`config.mk`:
```
export PLATFORM = sky130hd
export DESIGN_NAME = gate_sequencer_flat
export DESIGN_NICKNAME = d
export VERILOG_FILES = /design/src/rtl/parking_pkg.sv /design/src/rtl/gate_sequencer_if.sv /design/src/rtl/rr_arbiter4.sv /design/src/rtl/gate_sequencer.sv /design/src/flat_wrapper.sv
export SDC_FILE = /design/constraint.sdc
export NUM_CORES = 1
export LEC_CHECK = 0
export CORE_MARGIN = 1.5
export CORE_UTILIZATION = 55
export CTS_CLUSTER_SIZE = 40
export DETAILED_ROUTE_END_ITERATION = 8
export GPL_TIMING_DRIVEN = 0
export HOLD_SLACK_MARGIN = 0.1
export PLACE_DENSITY = 0.85
export SYNTH_ARGS = -nofsm -noshare
export SYNTH_HDL_FRONTEND = slang
export SYNTH_SLANG_ARGS = --single-unit
```
`constraint.sdc`:
```
create_clock -name clk -period 4.8 [get_ports clk]
set_input_delay 0.72 -clock clk [delete_from_list [all_inputs] [get_ports clk]]
set_output_delay 0.72 -clock clk [all_outputs]
set_load 0.005 [all_outputs]
```
`src/rtl/parking_pkg.sv`:
```
// Shared types and constants for the parking gate sequencer.
package parking_pkg;

  typedef enum logic [1:0] {
    S_IDLE   = 2'd0,
    S_CHECK  = 2'd1,
    S_OPEN   = 2'd2,
    S_STROBE = 2'd3
  } state_t;

  localparam logic [1:0] ENTRY0 = 2'd0;
  localparam logic [1:0] ENTRY1 = 2'd1;
  localparam logic [1:0] EXIT0  = 2'd2;
  localparam logic [1:0] EXIT1  = 2'd3;

  localparam int unsigned STROBE_LEN_DEF   = 4;
  localparam int unsigned OPEN_TIMEOUT_DEF = 1000;

  function automatic logic is_entry(input logic [1:0] lane);
    return lane < EXIT0;
  endfunction

endpackage

```
`src/rtl/gate_sequencer_if.sv`:
```
// Per-lane request/sensor/barrier signals between the lane hardware and the sequencer.
interface gate_sequencer_if;
  logic [3:0] req;
  logic [3:0] req_uni;
  logic [3:0] passed;
  logic [3:0] gate_open;
  logic [3:0] reject;

  modport master (
    output req, req_uni, passed,
    input  gate_open, reject
  );

  modport slave (
    input  req, req_uni, passed,
    output gate_open, reject
  );
endinterface

```
`src/rtl/rr_arbiter4.sv`:
```
// Four-way round-robin pick: first requesting lane at or after ptr, wrapping.
module rr_arbiter4 (
  input  logic [3:0] req,
  input  logic [1:0] ptr,
  output logic [3:0] grant,
  output logic [1:0] idx
);

  logic       found;
  logic [1:0] cand;

  always_comb begin
    found = 1'b0;
    idx   = ptr;
    cand  = ptr;
    for (int unsigned i = 0; i < 4; i++) begin
      cand = ptr + i[1:0];
      if (!found && req[cand]) begin
        found = 1'b1;
        idx   = cand;
      end
    end
    grant = found ? (4'b0001 << idx) : '0;
  end

endmodule

```
`src/rtl/gate_sequencer.sv`:
```
// Serves one parking lane at a time: space check, barrier open with timeout,
// then a fixed-length count strobe for the occupancy datapath.
module gate_sequencer
  import parking_pkg::*;
#(
  parameter int unsigned STROBE_LEN   = STROBE_LEN_DEF,
  parameter int unsigned OPEN_TIMEOUT = OPEN_TIMEOUT_DEF
) (
  input  logic             clk,
  input  logic             reset_n,
  input  logic             enable,
  input  logic             uni_space,
  input  logic             other_space,
  gate_sequencer_if.slave  lanes,
  output logic             car_entered,
  output logic             is_uni_car_entered,
  output logic             car_exited,
  output logic             is_uni_car_exited,
  output logic             timeout_err,
  output logic             busy
);

  // One timer serves both the open window and the strobe length.
  localparam int unsigned TMAX = (OPEN_TIMEOUT > STROBE_LEN) ? OPEN_TIMEOUT : STROBE_LEN;
  localparam int unsigned TW   = (TMAX > 1) ? $clog2(TMAX) : 1;

  state_t        state, state_d;
  logic [1:0]    lane, lane_d;
  logic          uni, uni_d;
  logic [1:0]    ptr, ptr_d;
  logic [TW-1:0] timer, timer_d;
  logic [3:0]    reject_q, reject_d;
  logic          timeout_q, timeout_d;

  logic [3:0]    grant_oh;
  logic [1:0]    grant_idx;
  logic [3:0]    lane_oh;
  logic          space_ok;

  rr_arbiter4 u_arb (
    .req   (lanes.req),
    .ptr   (ptr),
    .grant (grant_oh),
    .idx   (grant_idx)
  );

  assign lane_oh  = 4'b0001 << lane;
  assign space_ok = uni ? uni_space : other_space;

  always_ff @(posedge clk or negedge reset_n) begin
    if (!reset_n) begin
      state     <= S_IDLE;
      lane      <= '0;
      uni       <= 1'b0;
      ptr       <= '0;
      timer     <= '0;
      reject_q  <= '0;
      timeout_q <= 1'b0;
    end else begin
      state     <= state_d;
      lane      <= lane_d;
      uni       <= uni_d;
      ptr       <= ptr_d;
      timer     <= timer_d;
      reject_q  <= reject_d;
      timeout_q <= timeout_d;
    end
  end

  always_comb begin
    state_d   = state;
    lane_d    = lane;
    uni_d     = uni;
    ptr_d     = ptr;
    timer_d   = timer;
    reject_d  = '0;
    timeout_d = 1'b0;

    if (!enable) begin
      state_d = S_IDLE;
      timer_d = '0;
    end else begin
      unique case (state)
        S_IDLE: begin
          if (|lanes.req) begin
            lane_d  = grant_idx;
            uni_d   = |(lanes.req_uni & grant_oh);
            state_d = S_CHECK;
          end
        end
        S_CHECK: begin
          if (is_entry(lane) && !space_ok) begin
            reject_d = lane_oh;
            ptr_d    = lane + 2'd1;
            state_d  = S_IDLE;
          end else begin
            timer_d = '0;
            state_d = S_OPEN;
          end
        end
        // A pass in the final timeout cycle still wins over the timeout.
        S_OPEN: begin
          if (lanes.passed[lane]) begin
            timer_d = '0;
            ptr_d   = lane + 2'd1;
            state_d = S_STROBE;
          end else if (timer == TW'(OPEN_TIMEOUT - 1)) begin
            timer_d   = '0;
            timeout_d = 1'b1;
            ptr_d     = lane + 2'd1;
            state_d   = S_IDLE;
          end else begin
            timer_d = timer + 1'b1;
          end
        end
        S_STROBE: begin
          if (timer == TW'(STROBE_LEN - 1)) begin
            timer_d = '0;
            state_d = S_IDLE;
          end else begin
            timer_d = timer + 1'b1;
          end
        end
        default: state_d = S_IDLE;
      endcase
    end
  end

  always_comb begin
    lanes.gate_open    = (state == S_OPEN) ? lane_oh : '0;
    lanes.reject       = reject_q;
    timeout_err        = timeout_q;
    busy               = (state != S_IDLE);
    car_entered        = (state == S_STROBE) && is_entry(lane);
    car_exited         = (state == S_STROBE) && !is_entry(lane);
    is_uni_car_entered = car_entered && uni;
    is_uni_car_exited  = car_exited && uni;
  end

endmodule

```
`src/flat_wrapper.sv`:
```
// flat-port wrapper written by rule: the top's interface ports become plain ports
module gate_sequencer_flat import parking_pkg::*;
#(
  parameter int unsigned STROBE_LEN   = STROBE_LEN_DEF,
  parameter int unsigned OPEN_TIMEOUT = OPEN_TIMEOUT_DEF
)
  (clk, reset_n, enable, uni_space, other_space, car_entered, is_uni_car_entered, car_exited, is_uni_car_exited, timeout_err, busy, lanes_req, lanes_req_uni, lanes_passed, lanes_gate_open, lanes_reject);
  gate_sequencer_if lanes_i ();
  input  logic clk;
  input  logic reset_n;
  input  logic enable;
  input  logic uni_space;
  input  logic other_space;
  output logic car_entered;
  output logic is_uni_car_entered;
  output logic car_exited;
  output logic is_uni_car_exited;
  output logic timeout_err;
  output logic busy;
  input wire logic [$bits(lanes_i.req)-1:0] lanes_req;
  input wire logic [$bits(lanes_i.req_uni)-1:0] lanes_req_uni;
  input wire logic [$bits(lanes_i.passed)-1:0] lanes_passed;
  output wire logic [$bits(lanes_i.gate_open)-1:0] lanes_gate_open;
  output wire logic [$bits(lanes_i.reject)-1:0] lanes_reject;
  assign lanes_i.req = lanes_req;
  assign lanes_i.req_uni = lanes_req_uni;
  assign lanes_i.passed = lanes_passed;
  assign lanes_gate_open = lanes_i.gate_open;
  assign lanes_reject = lanes_i.reject;
  gate_sequencer #(.STROBE_LEN(STROBE_LEN), .OPEN_TIMEOUT(OPEN_TIMEOUT)) u_core (.clk(clk), .reset_n(reset_n), .enable(enable), .uni_space(uni_space), .other_space(other_space), .lanes(lanes_i), .car_entered(car_entered), .is_uni_car_entered(is_uni_car_entered), .car_exited(car_exited), .is_uni_car_exited(is_uni_car_exited), .timeout_err(timeout_err), .busy(busy));
endmodule
```
Figure 1. Signal wires on met1 (run 1).
Cells faint in the background.
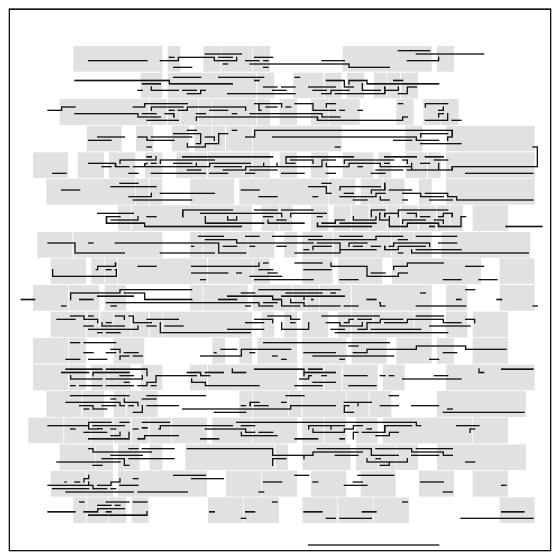
The layer holds 42% of the routed length. The layer carries 1530 um of wire. The longest straight run is 20.2 um.

Figure 2. Cell area per tile (run 1).
The bar under the picture is 20 um long. The die is cut into 11 by 11 equal tiles; dark blue is low, red is high, 0 to 100% covered.
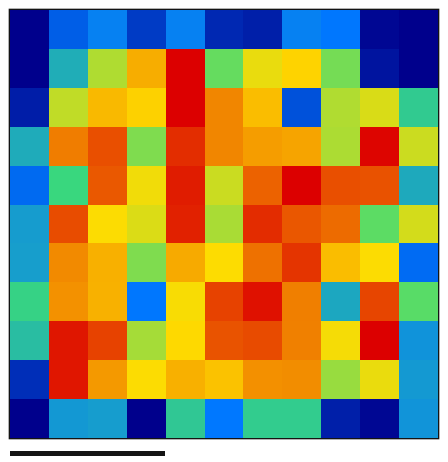
The densest ninth of the die: centre. The fullest tile reaches 100%. 6.6% of the tiles are nearly empty. 42% of the tiles are over 75% full. The mean over all tiles is 60%.
Final Core Density: 73.89%
fp util: 59.19%

Figure 3. Metal 2 (run 1).
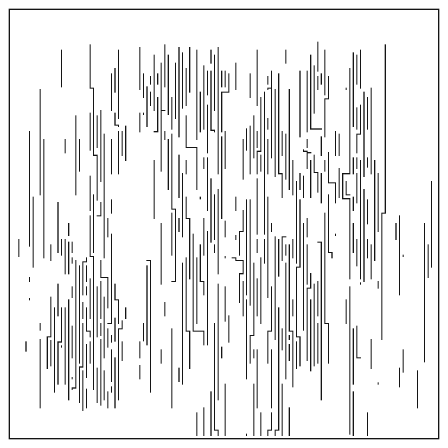
The wires run mostly vertical. 195 nets have wire on it. The layer carries 1910 um of wire. The layer holds 53% of the routed length.

==> impl_metrics.env, run 1 <==
# implementation run metrics
export IMPL_status="finished clean"
export IMPL_grt_setup_unrepaired="false"
export IMPL_worst_slack_ps=2174
export IMPL_num_io_pins=31
export IMPL_hp_class="reg -> reg"
export IMPL_powerDensity_mw_per_mm2=308.1
export IMPL_fin_crit_ps=2626
export IMPL_power_leader="combinational logic"
export IMPL_ys_cells=171
export IMPL_internal_power_mw=0.3656
export IMPL_nets=233
export IMPL_netlist_area_leader_share_pct=36.54
export IMPL_cts_path_max_buffers=2
export IMPL_tool_warnings=33
export IMPL_grt_pass1_wl_um=6189
export IMPL_min_from="u_core.timer[9]"
export IMPL_synth_distinct_cells=38
export IMPL_p_leak_nw=0.7856
export IMPL_largest_register_ffs=10
export IMPL_max_cap_viol_count=0
export IMPL_cts_hold_fix_buffers=0
export IMPL_syn2layout_area_growth_pct=24.83
export IMPL_clock_fmax_ghz=0.3808
export IMPL_rr_worst_depth=6
export IMPL_drive_above_1_share_pct=8.780
export IMPL_first_iter_violations=49
export IMPL_die_width_um=55.34
export IMPL_ys_top_cells_by_count="23 x nand2_1, 22 x dfrtp_1, 16 x o21ai_0, 12 x a21oi_1"
export IMPL_cts_tree="yes"
export IMPL_core_mm2=0.002545
export IMPL_yosys_top_cells_area="dfrtp_1 37%, ha_1 8.3%, nand2_1 5.7%, o21ai_0 5.3%, a21oi_1 4.0%"
export IMPL_synth_area_leader_cell="dfrtp_1"
export IMPL_seq_power_share_pct=40.5
export IMPL_crit_path_end_kind="output port"
export IMPL_hold_worst_slack_ps=567.6
export IMPL_syn_inst=171
export IMPL_ant_nets=0
export IMPL_grt_start_max_net_pins=23
export IMPL_setup_viol=0
export IMPL_power_switching_mw=0.2138
export IMPL_r2r_start="u_core.timer[0]"
export IMPL_die_y_um=55.34
export IMPL_vias_per_cell=5.953
export IMPL_synth_top_cell_by_count="nand2_1"
export IMPL_io_buffers=30
export IMPL_cp_startpoint="u_core.lane[1]"
export IMPL_cts_htree_levels=1
export IMPL_holdPathStages=2
export IMPL_fillers=187
export IMPL_required_ps=4080
export IMPL_finalClockPeriodUsage_pct=54.71
export IMPL_powerComb_mw=0.240
export IMPL_place_ws_ps=1981
export IMPL_max_slew_margin_pct=34.13
export IMPL_ys_seq_share_pct=36.54
export IMPL_slew_viol_final=0
export IMPL_drt_wl_total_um=3619
export IMPL_yosys_stat_area_mm2=0.001506
export IMPL_grt_pass1_vias=1419
export IMPL_design_area_mm2=0.001881
export IMPL_dp_cells=231
export IMPL_syn_area_mm2=0.001506
export IMPL_syn_avg_cell_area_um2=8.810
export IMPL_r2r_slack_ps=2620
export IMPL_crit_type="reg -> out"
export IMPL_track_usage_pct=24.85
export IMPL_finalNonFillerCells=235
export IMPL_regMostFlops="u_core.timer"
export IMPL_ctsResizeCount=0
export IMPL_drcViolationCount=0
export IMPL_synthArstFlopShare_pct=100.0
export IMPL_synth_xor_area_share_pct=0
export IMPL_critPathMaxFanout=10
export IMPL_gp_congestion=0.8259
export IMPL_dpl_cell_area_mm2=0.001844
export IMPL_aoi_share_pct=18.60
export IMPL_p_sw_share_pct=36.90
export IMPL_worstSetupStartpointType="flip-flop"
export IMPL_crit_reg2reg_capture="u_core.timer[6]"
export IMPL_vias=1399
export IMPL_dp_hpwl_um=2737
export IMPL_clkLatencyLatePin_ps=310
export IMPL_pwr_share_comb_pct=41.4
export IMPL_ys_seq_elements=22
export IMPL_muxShareOfSynthArea_pct=6.395
export IMPL_finalHoldViolCount=0
export IMPL_fa_ha_area_share_pct=8.306
export IMPL_synthFlopType="dfrtp_1"
export IMPL_num_rows=18
export IMPL_num_antenna_cells=0
export IMPL_fin_total_pwr_mw=0.5793
export IMPL_worstPathArrival_ps=1910
export IMPL_synth_nets=198
export IMPL_antenna_found_initial=0
export IMPL_firstDrtPassIters=4
export IMPL_chipArea_mm2=0.003062
export IMPL_cp_endpoint="lanes_gate_open[0]"
export IMPL_clock_power_share_pct=18.1
export IMPL_fin_setup_tns_ps=0
export IMPL_clk_pin_slew_ps=130
export IMPL_yosysWarnings=0
export IMPL_routedWlPerCell_um=15.40
export IMPL_hold_end="u_core.timer[9]"
export IMPL_logic_family="simple AND/OR/NAND/NOR gates"
export IMPL_cts_setup_buffers=0
export IMPL_synth_edff_count=0
export IMPL_skew_ps=4.849
export IMPL_ir_worst_vdd_mv=0.2419
export IMPL_pg_clk_mw=0.105
export IMPL_worstMarginPinSlew_ps=985.0
export IMPL_root_buffer="clkbuf_4"
export IMPL_numCtsBuffers=3
export IMPL_gr_total_overflow=0
export IMPL_pg_seq_mw=0.235
export IMPL_cts_sinks=22
export IMPL_ys_sh_simple_pct=26.91
[run 1: area by class of cell]
| type | count | area [um2] | area share (%) |
|---|---|---|---|
| multi-input cells | 137 | 907.1 | 48.24 |
| flip-flops and latches | 22 | 550.5 | 29.27 |
| repair buffers | 30 | 300.3 | 15.97 |
| well taps | 30 | 37.54 | 1.996 |
| clock buffers | 4 | 36.28 | 1.929 |
| inverters | 7 | 26.28 | 1.397 |
| plain buffers | 5 | 22.52 | 1.198 |
[run 1: critical path: stages, from the launching register on]
cell and delay [ps]:
dfrtp_1 420, buf_2 190, inv_1 150, ha_1 190, and2_1 130, clkdlybuf4s50_1 520
[run 1: layer usage]
| layer | global-route usage (%) | share of wire, % |
|---|---|---|
| met5 | 0 | 0 |
| met4 | 8.014 | 1.3 |
| met3 | 3.747 | 3.6 |
| met2 | 44.90 | 53 |
| met1 | 29.97 | 42 |
[run 1: layout by cell type (no fill, tap or decap), drive strengths merged]
| cell type | count |
|---|---|
| ha | 10 |
| nand2b | 4 |
| and3 | 1 |
| o2111a | 1 |
| or4 | 2 |
| nand2 | 23 |
| a2bb2oi | 1 |
| nor3 | 10 |
| a221oi | 2 |
| nand3 | 6 |
| o32ai | 1 |
| clkbuf | 6 |
| a21oi | 12 |
| nor2b | 6 |
| or3b | 2 |
| mux2 | 3 |
| or3 | 1 |
| mux2i | 4 |
| o211a | 1 |
| buf | 3 |
| o211ai | 1 |
| and2 | 9 |
| or2 | 3 |
| nor2 | 7 |
| o21a | 2 |
| inv | 7 |
| o21ai | 17 |
| and3b | 1 |
| nand4 | 1 |
| dfrtp | 22 |
| mux4 | 1 |
| nor4 | 1 |
| a2111oi | 1 |
| o221ai | 1 |
| o41ai | 1 |
| clkdlybuf4s50 | 30 |
| and4 | 1 |
## Run 2: what changed since run 1
Settings changed: CORE_UTILIZATION 55 to 51, PLACE_DENSITY 0.85 to 0.8.
Clock period 4.8 ns to 2.7 ns, I/O delays scaled along.
Figure 4. Cell sizes after repair (run 2).
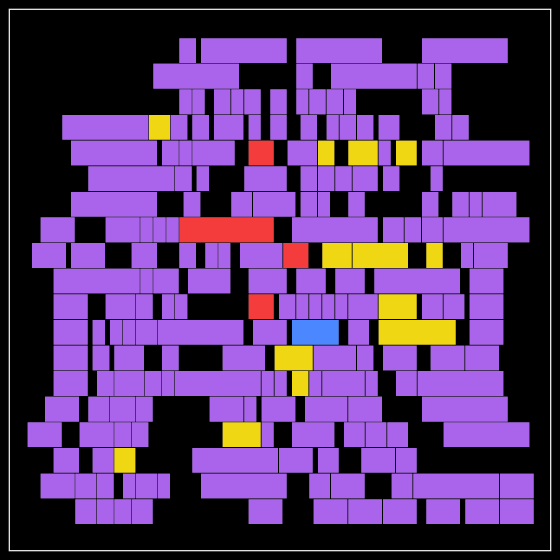
Key: purple = x1 and smaller [cells 187, share 91%]; yellow = x2 [cells 13, share 6.3%]; red = x3 and x4 [cells 4, share 2.0%]; blue = x6 and larger [cells 1, share 0.49%]

Figure 5. Signal wires on met1 (run 2).
Cells faint in the background.
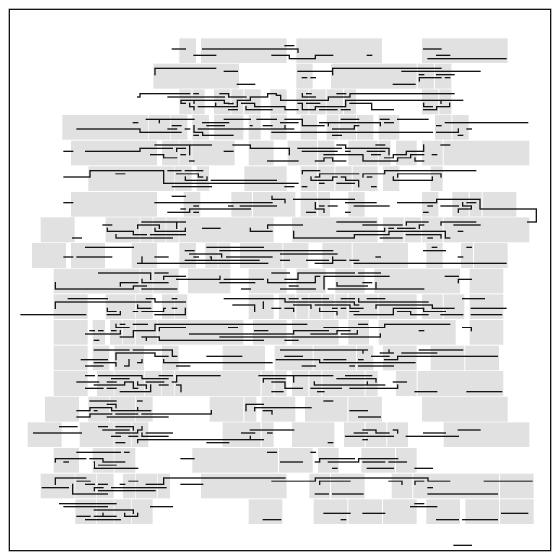
202 nets have wire on it. The longest straight run is 17.0 um.

Figure 6. Cell area per tile (run 2).
The bar under the picture is 20 um long. The die is cut into 11 by 11 equal tiles; dark blue is low, red is high, 0 to 100% covered.
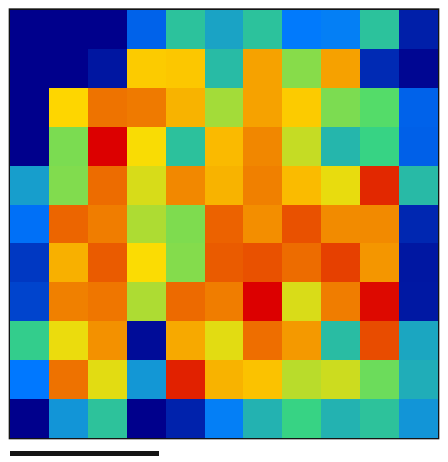
The mean over all tiles is 56%. 41% of the tiles are over 75% full. The emptiest ninth of the die: north-west.

==> run 2 against run 1 <==
Count of clock-buffer cells in the layout is the same; first-iteration DRC count increased by 12%; global-route usage shrank 3.0 points; routed wire length fell by 6.7%; combinational power grew 74%; clock skew grew 3.7 ps; worst hold slack worse by 11 ps; total power up 78%; via count is 1.6% lower; highest routed layer unchanged; largest cell class unchanged; utilization fell by 6.2 points; sequential power up 79%; final cell count up 0.43%.
==> impl_metrics.env, run 2 <==
# implementation run metrics
export IMPL_cts_path_max_buffers=2
export IMPL_die_y_um=57.35
export IMPL_gp_congestion=0.8180
export IMPL_synth_area_leader_cell="dfrtp_1"
export IMPL_max_slew_margin_pct=34.62
export IMPL_grt_start_max_net_pins=23
export IMPL_nets=233
export IMPL_p_leak_nw=0.7856
export IMPL_clock_fmax_ghz=0.4451
export IMPL_max_stage_delay_ps=500
export IMPL_required_ps=2300
export IMPL_synth_edff_count=0
export IMPL_hold_worst_slack_ps=557.1
export IMPL_hp_class="reg -> reg"
export IMPL_clk_pin_slew_ps=140
export IMPL_crit_reg2reg_capture="u_core.ptr[1]"
export IMPL_ir_worst_vdd_mv=0.3502
export IMPL_largest_register_ffs=10
export IMPL_dpl_cell_area_mm2=0.001846
export IMPL_finalClockPeriodUsage_pct=83.21
export IMPL_dp_hpwl_um=2621
export IMPL_muxShareOfSynthArea_pct=6.395
export IMPL_ys_cells=171
export IMPL_ant_nets=0
export IMPL_synthFlopType="dfrtp_1"
export IMPL_yosys_top_cells_area="dfrtp_1 37%, ha_1 8.3%, nand2_1 5.7%, o21ai_0 5.3%, a21oi_1 4.0%"
export IMPL_vias=1377
export IMPL_numCtsBuffers=3
export IMPL_regMostFlops="u_core.timer"
export IMPL_die_width_um=57.35
export IMPL_fin_setup_tns_ps=0
export IMPL_root_buffer="clkbuf_4"
export IMPL_grt_pass1_wl_um=5630
export IMPL_worstPathArrival_ps=1840
export IMPL_vias_per_cell=5.835
export IMPL_synthArstFlopShare_pct=100.0
export IMPL_ys_top_cells_by_count="23 x nand2_1, 22 x dfrtp_1, 16 x o21ai_0, 12 x a21oi_1"
export IMPL_status="finished clean"
export IMPL_routedWlPerCell_um=14.30
export IMPL_logic_family="simple AND/OR/NAND/NOR gates"
export IMPL_slew_viol_final=0
export IMPL_antenna_found_initial=0
export IMPL_synth_top_cell_by_count="nand2_1"
export IMPL_max_cap_viol_count=0
export IMPL_r2r_slack_ps=590
export IMPL_cp_num_cells=5
export IMPL_drt_wl_total_um=3375
export IMPL_netlist_area_leader_share_pct=36.54
export IMPL_ys_seq_share_pct=36.54
export IMPL_syn_avg_cell_area_um2=8.810
export IMPL_rr_worst_depth=5
export IMPL_syn_area_mm2=0.001506
export IMPL_critPathBufInv=3
export IMPL_synth_xor_area_share_pct=0
export IMPL_skew_ps=8.505
export IMPL_ys_sh_simple_pct=26.91
export IMPL_num_io_pins=31
export IMPL_lay_top_count="clkdlybuf4s50_1"
export IMPL_chipArea_mm2=0.003289
export IMPL_fp_utilization_pct=54.16
export IMPL_cts_htree_levels=1
export IMPL_drcViolationCount=0
export IMPL_cts_hold_fix_buffers=0
export IMPL_yosys_stat_area_mm2=0.001506
run 2: cell counts in the layout (fill, tap and decap cells not counted):
Identical to the previous run, type by type.
run 2: report_power, final:
part	switching (mW)	internal [mW]	leakage, nW
clock	0.109	0.0823	0.0210
sequential	0.0470	0.374	0.294
combinational	0.225	0.193	0.470
run 2: tightest hold or removal path: cells and delay by family (launching register included):
kind	cells	cell delay, ps
AND/OR/NAND/NOR	1	50
AND-OR/OR-AND	1	70
flip-flops	1	410
run 2: metal layers:
layer	routed length, um	GRT usage, %
met1	1516	27.55
met2	1642	37.66
met3	169	2.948
met4	46	8.970
met5	0	0
run 2: worst min-delay path by stage:
stage	start	to	slack (ps)	depth (start not counted)
6_report	u_core.timer[1]	u_core.timer[1]	560	2
5_1_grt	u_core.timer[0]	u_core.timer[0]	610	2
4_1_cts	u_core.timer[1]	u_core.timer[1]	560	2
3_5_place_dp	u_core.timer[1]	u_core.timer[1]	530	2
3_3_place_gp	u_core.timer[9]	u_core.timer[9]	520	2
2_1_floorplan	reset_n	u_core.lane[0]	110	0
run 2: layout make-up:
type | instances | area (um2)
buffer | 5 | 22.52
clock buffer | 4 | 36.28
fill | 226 | 899.6
inverter | 7 | 26.28
multi-input combinational | 137 | 907.1
sequential | 22 | 550.5
tap | 31 | 38.79
timing repair buffer | 30 | 300.3
run 2: through the flow:
step | power, mW | std cells | utilization, % | setup WS [ps]
floorplan | 0.7051 | 171 | - | 776.8
global placement | 0.8200 | 232 | 66.35 | 275.6
finish | 1.030 | 236 | 67.66 | 453.4
global route | 1.097 | 236 | 67.66 | 342.5
detailed placement | 0.8418 | 232 | 66.35 | 248.3
CTS | 1.028 | 236 | 67.66 | 446.1
No activity file was given, so power comes from the tool's default toggle rates.
